Run 1, congestion heat map:
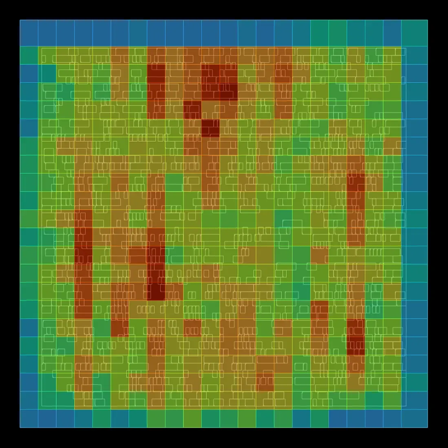
Run 1, gate-type map:
Scale: 3 px per um.
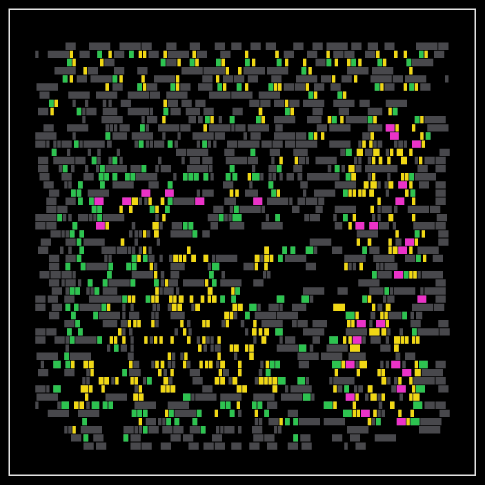
Run 1, the metal 1 layer:
Scale: 2 px per um. Supply wires on this layer in grey.
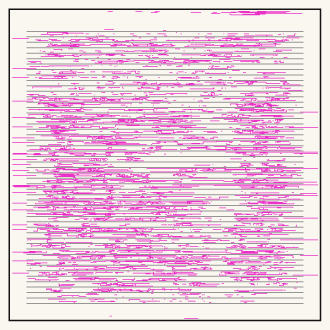
File: src/rtl/fetch_stage.sv
// Instruction fetch stage: owns the PC, drives instruction memory and
// registers the fetched instruction into the IF/ID pipeline register.
// Redirects from ID (taken branch or jump) override hazard stalls and
// insert exactly one bubble. Two saturating counters record IF/ID hold
// cycles and redirects.
module fetch_stage #(
    parameter logic [31:0] RESET_PC = 32'h0000_0000
) (
    input  logic        clk,
    input  logic        reset_n,
    input  logic        PC_stall,
    input  logic        IF_stall,
    input  logic        branch_taken,
    input  logic [31:0] branch_target,
    input  logic        jump,
    input  logic [31:0] jump_target,
    input  logic [31:0] imem_instr,
    output logic [31:0] imem_addr,
    output logic [31:0] IF_ID_instr,
    output logic [31:0] IF_ID_pc_plus4,
    output logic        IF_ID_valid,
    output logic [15:0] stall_count,
    output logic [15:0] flush_count
);

    localparam logic [31:0] NOP_INSTR = 32'h0000_0000;
    localparam logic [15:0] CNT_MAX   = 16'hFFFF;

    logic [31:0] pc_q,         pc_d;
    logic [31:0] if_instr_q,   if_instr_d;
    logic [31:0] if_pc4_q,     if_pc4_d;
    logic        if_valid_q,   if_valid_d;
    logic [15:0] stall_cnt_q,  stall_cnt_d;
    logic [15:0] flush_cnt_q,  flush_cnt_d;

    logic        redirect;
    logic [31:0] pc_plus4;

    // Next-state logic for the PC, the IF/ID register and both counters.
    always_comb begin
        // NOTE: every signal written here gets a default first so no path
        // leaves it unassigned; an unassigned path would infer a latch.
        pc_d        = pc_q;
        if_instr_d  = if_instr_q;
        if_pc4_d    = if_pc4_q;
        if_valid_d  = if_valid_q;
        stall_cnt_d = stall_cnt_q;
        flush_cnt_d = flush_cnt_q;

        redirect = branch_taken | jump;
        // 32-bit add wraps naturally: 32'hFFFF_FFFC + 4 = 32'h0.
        pc_plus4 = pc_q + 32'd4;

        // Branch beats jump when both fire; targets are word-aligned.
        if (branch_taken) begin
            pc_d = {branch_target[31:2], 2'b00};
        end else if (jump) begin
            pc_d = {jump_target[31:2], 2'b00};
        end else if (!PC_stall) begin
            pc_d = pc_plus4;
        end

        // The redirecting instruction is older than whatever is stalled,
        // so a redirect flushes IF/ID even when IF_stall is asserted.
        if (redirect) begin
            if_instr_d = NOP_INSTR;
            if_pc4_d   = 32'h0;
            if_valid_d = 1'b0;
        end else if (!IF_stall) begin
            if_instr_d = imem_instr;
            if_pc4_d   = pc_plus4;
            if_valid_d = 1'b1;
        end

        if (IF_stall && !redirect && (stall_cnt_q != CNT_MAX)) begin
            stall_cnt_d = stall_cnt_q + 16'd1;
        end

        if (redirect && (flush_cnt_q != CNT_MAX)) begin
            flush_cnt_d = flush_cnt_q + 16'd1;
        end
    end

    // State registers with synchronous active-low reset taking top priority.
    always_ff @(posedge clk) begin
        // NOTE: sequential state uses non-blocking assignments so all flops
        // sample their _d values from before the edge; always_comb above
        // uses blocking assignments because it is evaluated top to bottom.
        if (!reset_n) begin
            pc_q        <= RESET_PC;
            if_instr_q  <= NOP_INSTR;
            if_pc4_q    <= 32'h0;
            if_valid_q  <= 1'b0;
            stall_cnt_q <= 16'h0;
            flush_cnt_q <= 16'h0;
        end else begin
            pc_q        <= pc_d;
            if_instr_q  <= if_instr_d;
            if_pc4_q    <= if_pc4_d;
            if_valid_q  <= if_valid_d;
            stall_cnt_q <= stall_cnt_d;
            flush_cnt_q <= flush_cnt_d;
        end
    end

    // Memory address comes straight from the PC register: no input-to-output path.
    assign imem_addr      = pc_q;
    assign IF_ID_instr    = if_instr_q;
    assign IF_ID_pc_plus4 = if_pc4_q;
    assign IF_ID_valid    = if_valid_q;
    assign stall_count    = stall_cnt_q;
    assign flush_count    = flush_cnt_q;

endmodule

File: config.mk
export PLATFORM = sky130hd
export DESIGN_NAME = fetch_stage
export DESIGN_NICKNAME = d
export VERILOG_FILES = /design/src/rtl/fetch_stage.sv
export SDC_FILE = /design/constraint.sdc
export NUM_CORES = 1
export LEC_CHECK = 0
export ABC_AREA = 1
export CELL_PAD_IN_SITES_DETAIL_PLACEMENT = 0
export CELL_PAD_IN_SITES_GLOBAL_PLACEMENT = 1
export CORE_MARGIN = 8
export CORE_UTILIZATION = 34
export CTS_BUF_LIST = sky130_fd_sc_hd__clkbuf_4 sky130_fd_sc_hd__clkbuf_8
export DETAILED_ROUTE_END_ITERATION = 6
export GPL_ROUTABILITY_DRIVEN = 1
export PLACE_DENSITY_LB_ADDON = 0.1
export SYNTH_ARGS = -nofsm -noshare
export SYNTH_HDL_FRONTEND = slang
export SYNTH_SLANG_ARGS = --single-unit
export TNS_END_PERCENT = 1
File: constraint.sdc
create_clock -name clk -period 2.6 [get_ports clk]
set_input_delay 0.52 -clock clk [delete_from_list [all_inputs] [get_ports clk]]
set_output_delay 0.52 -clock clk [all_outputs]
set_load 0.03 [all_outputs]
==> deck_impl_summary.md, run 1 <==
Run Summary

Pwr
  – Sw Pwr: 1.36 mW
  – Logic gate share of total power: 17.0%
  – Seq pwr share: 43.9%
  – Pleak: 3.62 nW

Clock tree
  – # H-tree levels: 4
  – Sinks on Clock Net: 125
  – CTS root buf: clkbuf_8
  – Clock-pin slew on the worst setup and hold paths: 80 ps
  – TritonCTS clock tree: built
  – Number of setup buffers added after CTS: 0

Synth
  – Synth Warn #: 0
  – Ys cells: 994
  – Top cells by area: dfxtp_1 38%, nand2_1 14%, nor2_1 8.9%, a21oi_1 8.2%, o21ai_0 5.2%
  – EDFF count, synth: 0
  – YS chip area: 6560 um2
  – Top-count cell post-synth: nand2_1
  – Max-area cell share: 38.2%
  – Yosys cell types: 38

Flow run
  – Max-cap violations: 0

STA
  – Hold Slack: 457 ps
  – PnR worst setup slack: 373 ps
  – Slew Limit Fails: 0
  – Crit path time final: 2230 ps
  – Actual slew at the worst max-slew pin: 852 ps
  – TNS Setup: 0 ps
  – Layout Skew: 11.4 ps
  – Max-slew headroom: 43.1%

Critical path
  – Max FO, Critical Path: 7
  – Crit path launch: imem_addr[26]
  – Startpoint types: register
  – Worst r2r src: imem_addr[2]
  – R2r endpoint: imem_addr[24]
  – Internal reg-to-reg setup slack: 790 ps
  – WP data arrival: 1710 ps
  – R2R depth: 10

Layout
  – Area occupied by registers: 2500 um2
  – Clock-cell share: 4.38%

Worst hold path
  – Worst min path class: reg -> reg
  – Hold_sp: IF_ID_instr[27]

Die
  – # rows: 50
  – Ports: 231
  – TAP cells: 260

Placed design
  – Pre-CTS WS: 299 ps

Status
  – Status: completed

Global route
  – GRT overflow: 0
  – GR Util met2: 32.3%

Drt
  – WL met3: 1.57 mm
## Picture notes: 'congestion heat map'
final core occ: 49.9%
met1 GRT Util: 23.9%
M3 GR Usage: 5.87%
global route hottest layer: met2
WL/cell: 16.0 um

## Picture notes: 'gate-type map'
| colour | family | cells |
|---|---|---|
| green | inverting AOI/OAI gates | 204 |
| magenta | XOR/XNOR gates | 28 |
| yellow | NAND gates | 315 |
Non-Filler Instances: 1,474
logic share of the area: 37.3%

## Picture notes: 'the metal 1 layer'
longest straight run: 72.7 um
main direction: horizontal
vias: 7,004
Routed WL: 23.6 mm

[run 1: logic make-up after synthesis]
kind of cell / after synthesis / share of synthesized area [%]
AND-OR/OR-AND: 204 / 16.8
XOR/XNOR: 28 / 3.74
adder cells (fa/ha/maj): 3 / 0.572
buffers and inverters: 134 / 8.55
flip-flops: 125 / 38.2
other: 1 / 0.0572
AND/OR/NAND/NOR: 499 / 32.2
[run 1: power groups by stage]
stage | combinational [mW] | sequential [mW] | clock (mW)
6_report | 0.795 | 2.06 | 1.83
4_1_cts | 0.804 | 2.06 | 1.89
3_5_place_dp | 0.801 | 2.10 | 0
3_3_place_gp | 0.798 | 2.10 | 0
2_1_floorplan | 0.306 | 2.21 | 0
5_1_grt | 0.868 | 2.07 | 1.97
[run 1: sequential cells by signal, summed over array words and instances (netlist names)]
name	count
imem_addr	30
IF_ID_instr	32
IF_ID_valid	1
flush_count	16
stall_count	16
IF_ID_pc_plus4	30
[run 1: stage by stage]
stage | total power, mW | util [%] | area [um2] | std cells
floorplan | 2.51 | - | 6570 | 997
detailed placement | 2.90 | 47.7 | 8980 | 1441
global route | 4.91 | 49.9 | 9390 | 1474
finish | 4.69 | 49.9 | 9390 | 1474
CTS | 4.75 | 49.9 | 9390 | 1473
global placement | 2.90 | 47.7 | 8980 | 1441
[run 1: placed cells by master, fill, tap and decap left out, drive strengths merged]
cell type,synthesis,routed
bufinv,0,3
nand3,56,56
ha,3,3
nor3b,1,1
o21ai,70,70
dfxtp,125,125
nand4,7,7
xnor2,10,10
a31oi,1,1
xor2,18,18
clkinv,0,7
nand2,250,250
conb,1,4
diode,0,1
inv,83,84
a221oi,1,1
a21oi,116,116
and2,3,3
buf,22,15
nor2,166,166
clkdlybuf4s50,0,220
nand3b,2,2
o211ai,16,16
or2,1,1
clkbuf,29,21
nor3,12,12
and3,1,1
Run 1, metal layers overlaid:
Scale: 2 px per um. Only two layers are drawn.
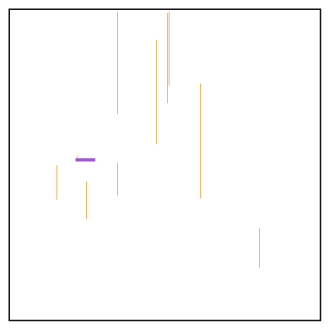

==> run 2: changes to the inputs <==
==> config.mk (replaced) <==
export PLATFORM = sky130hd
export DESIGN_NAME = fetch_stage
export DESIGN_NICKNAME = d
export VERILOG_FILES = /design/src/rtl/fetch_stage.sv
export SDC_FILE = /design/constraint.sdc
export NUM_CORES = 1
export LEC_CHECK = 0
export ABC_AREA = 1
export CORE_MARGIN = 8
export CORE_UTILIZATION = 47
export CTS_BUF_LIST = sky130_fd_sc_hd__clkbuf_4 sky130_fd_sc_hd__clkbuf_8
export DETAILED_ROUTE_END_ITERATION = 6
export GPL_ROUTABILITY_DRIVEN = 1
export PLACE_DENSITY = 0.83
export SLEW_MARGIN = 10
export SYNTH_ARGS = -nofsm -noshare
export SYNTH_HDL_FRONTEND = slang
export SYNTH_SLANG_ARGS = --single-unit
export TNS_END_PERCENT = 1
==> constraint.sdc (replaced) <==
create_clock -name clk -period 2.1 [get_ports clk]
set_input_delay 0.42 -clock clk [delete_from_list [all_inputs] [get_ports clk]]
set_output_delay 0.42 -clock clk [all_outputs]
set_load 0.03 [all_outputs]
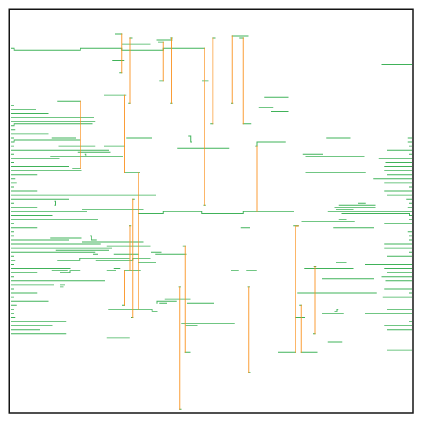
Run 2: metal layers overlaid
Scale: 3 px per um. Only two layers are drawn.
| colour | layer | wire length |
|---|---|---|
| orange | metal 4 | 569 um |
| green | metal 3 | 1,780 um |
vias: 7,164
WL/cell: 16.0 um

==> deck_impl_summary.md, run 2 <==
Run Summary

Status
  – Status: completed

Drt
  – Routed WL: 22.3 mm

Die
  – Chip area: 18,000 um2
  – # rows: 43
  – Die X: 134 um
  – TAP cells: 180
  – Ports: 231

Global route
  – GRT overflow: 0
  – M3 GR Usage: 6.54%
  – Met1 GRT Util: 28.9%
  – Global route hottest layer: met2
  – GR Util met2: 40.4%

Layout
  – Max reg flops: 32
  – Clock-cell share: 3.90%
  – Area occupied by registers: 2500 um2
  – Top cells excl fill/tap: 244 x nand2_1, 211 x clkdlybuf4s50_1, 155 x nor2_1

Clock tree
  – Sinks on Clock Net: 125
  – # H-tree levels: 4
  – Number of setup buffers added after CTS: 0
  – Clock-pin slew on the worst setup and hold paths: 70 ps
  – CTS root buf: clkbuf_8
  – TritonCTS clock tree: built

Synth
  – Synth Warn #: 0
  – Yosys cell types: 38
  – Top cells by area: dfxtp_1 38%, nand2_1 14%, nor2_1 8.9%, a21oi_1 8.2%, o21ai_0 5.2%
  – Ys cells: 994
  – EDFF count, synth: 0
  – Top-count cell post-synth: nand2_1
  – Max-area cell share: 38.2%
  – YS chip area: 6560 um2

STA
  – Final setup vio count: 0
  – Layout Skew: 4.34 ps
  – Crit path time final: 2080 ps
  – TNS Setup: 0 ps
  – Max-slew headroom: 58.6%
  – Slew Limit Fails: 0
  – Actual slew at the worst max-slew pin: 621 ps
  – Hold Slack: 455 ps

Placed design
  – Dpl cells: 1,367
  – Pre-CTS WS: 126 ps

Critical path
  – WP data arrival: 1660 ps
  – Max FO, Critical Path: 6

Pwr
  – P per Cell Area: 592 nW/um2
  – Pleak: 3.74 nW
  – Pwr Total: 5.51 mW

Flow run
  – Max-cap violations: 0

Worst hold path
  – Worst min path class: reg -> reg
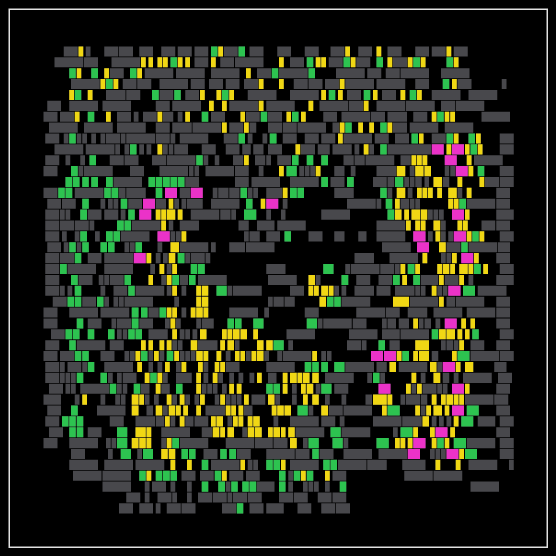
Run 2: gate-type map
Scale: 4 px per um.
| colour | family | cells |
|---|---|---|
| magenta | XOR/XNOR gates | 28 |
| green | inverting AOI/OAI gates | 204 |
| yellow | NAND gates | 315 |
Non-Filler Instances: 1,398
Top cell excl fill/tap: nand2_1
logic share of the area: 37.7%

[run 2: cell counts after synthesis]
Identical to the previous run, type by type.
[run 2: logic make-up (layout without fill, tap and decap cells)]
kind of cell / count (synthesis) / count (layout) / share of synthesized area [%]
other: 1 / 4 / 0.0572
and+or+nand+nor: 499 / 499 / 32.2
buffers and inverters: 134 / 355 / 8.55
DFF: 125 / 125 / 38.2
adders and majority gates: 3 / 3 / 0.572
xor gates and xnor gates: 28 / 28 / 3.74
AOI/OAI and AO/OA: 204 / 204 / 16.8
[run 2: metal layers]
layer / routed length, um / up-vias
li1: - / 3618
met1: 9260 / 3214
met2: 10700 / 285
met3: 1780 / 47
met4: 568 / 0
met5: 0 / -
[run 2: power by group]
group | switching [mW] | internal [mW] | total, mW
Sequential | 0.100 | 2.45 | 2.55
Clock | 0.973 | 0.994 | 1.97
Combinational | 0.556 | 0.437 | 0.993
Total | 1.63 | 3.88 | 5.51
[run 2: final timing paths]
path / slack (ps) / to / startpoint / cells after the start
worst max-delay path: 20 / imem_addr[16] / imem_addr[16] / 1
worst min-delay path: 450 / IF_ID_instr[27] / IF_ID_instr[27] / 2
worst max register to register: 260 / IF_ID_pc_plus4[24] / imem_addr[2] / 10
worst min register to register: 450 / IF_ID_instr[27] / IF_ID_instr[27] / 2
[run 2: worst register-to-register path: cells and delay by family (launching register included)]
kind | cells | cell delay, ps
compound gates | 1 | 110
fa+ha+maj | 1 | 230
buf+inv | 1 | 50
flops | 1 | 450
simple gates | 7 | 900
[run 2: through the flow]
step                cell area, um2  util, %
global route                  9310     67.6
detailed placement            8930     64.8
floorplan                     6570        -
finish                        9310     67.6
CTS                           9290     67.4
global placement              8930     64.8
Power figures rest on the tool's default switching activity, not on a simulated workload.
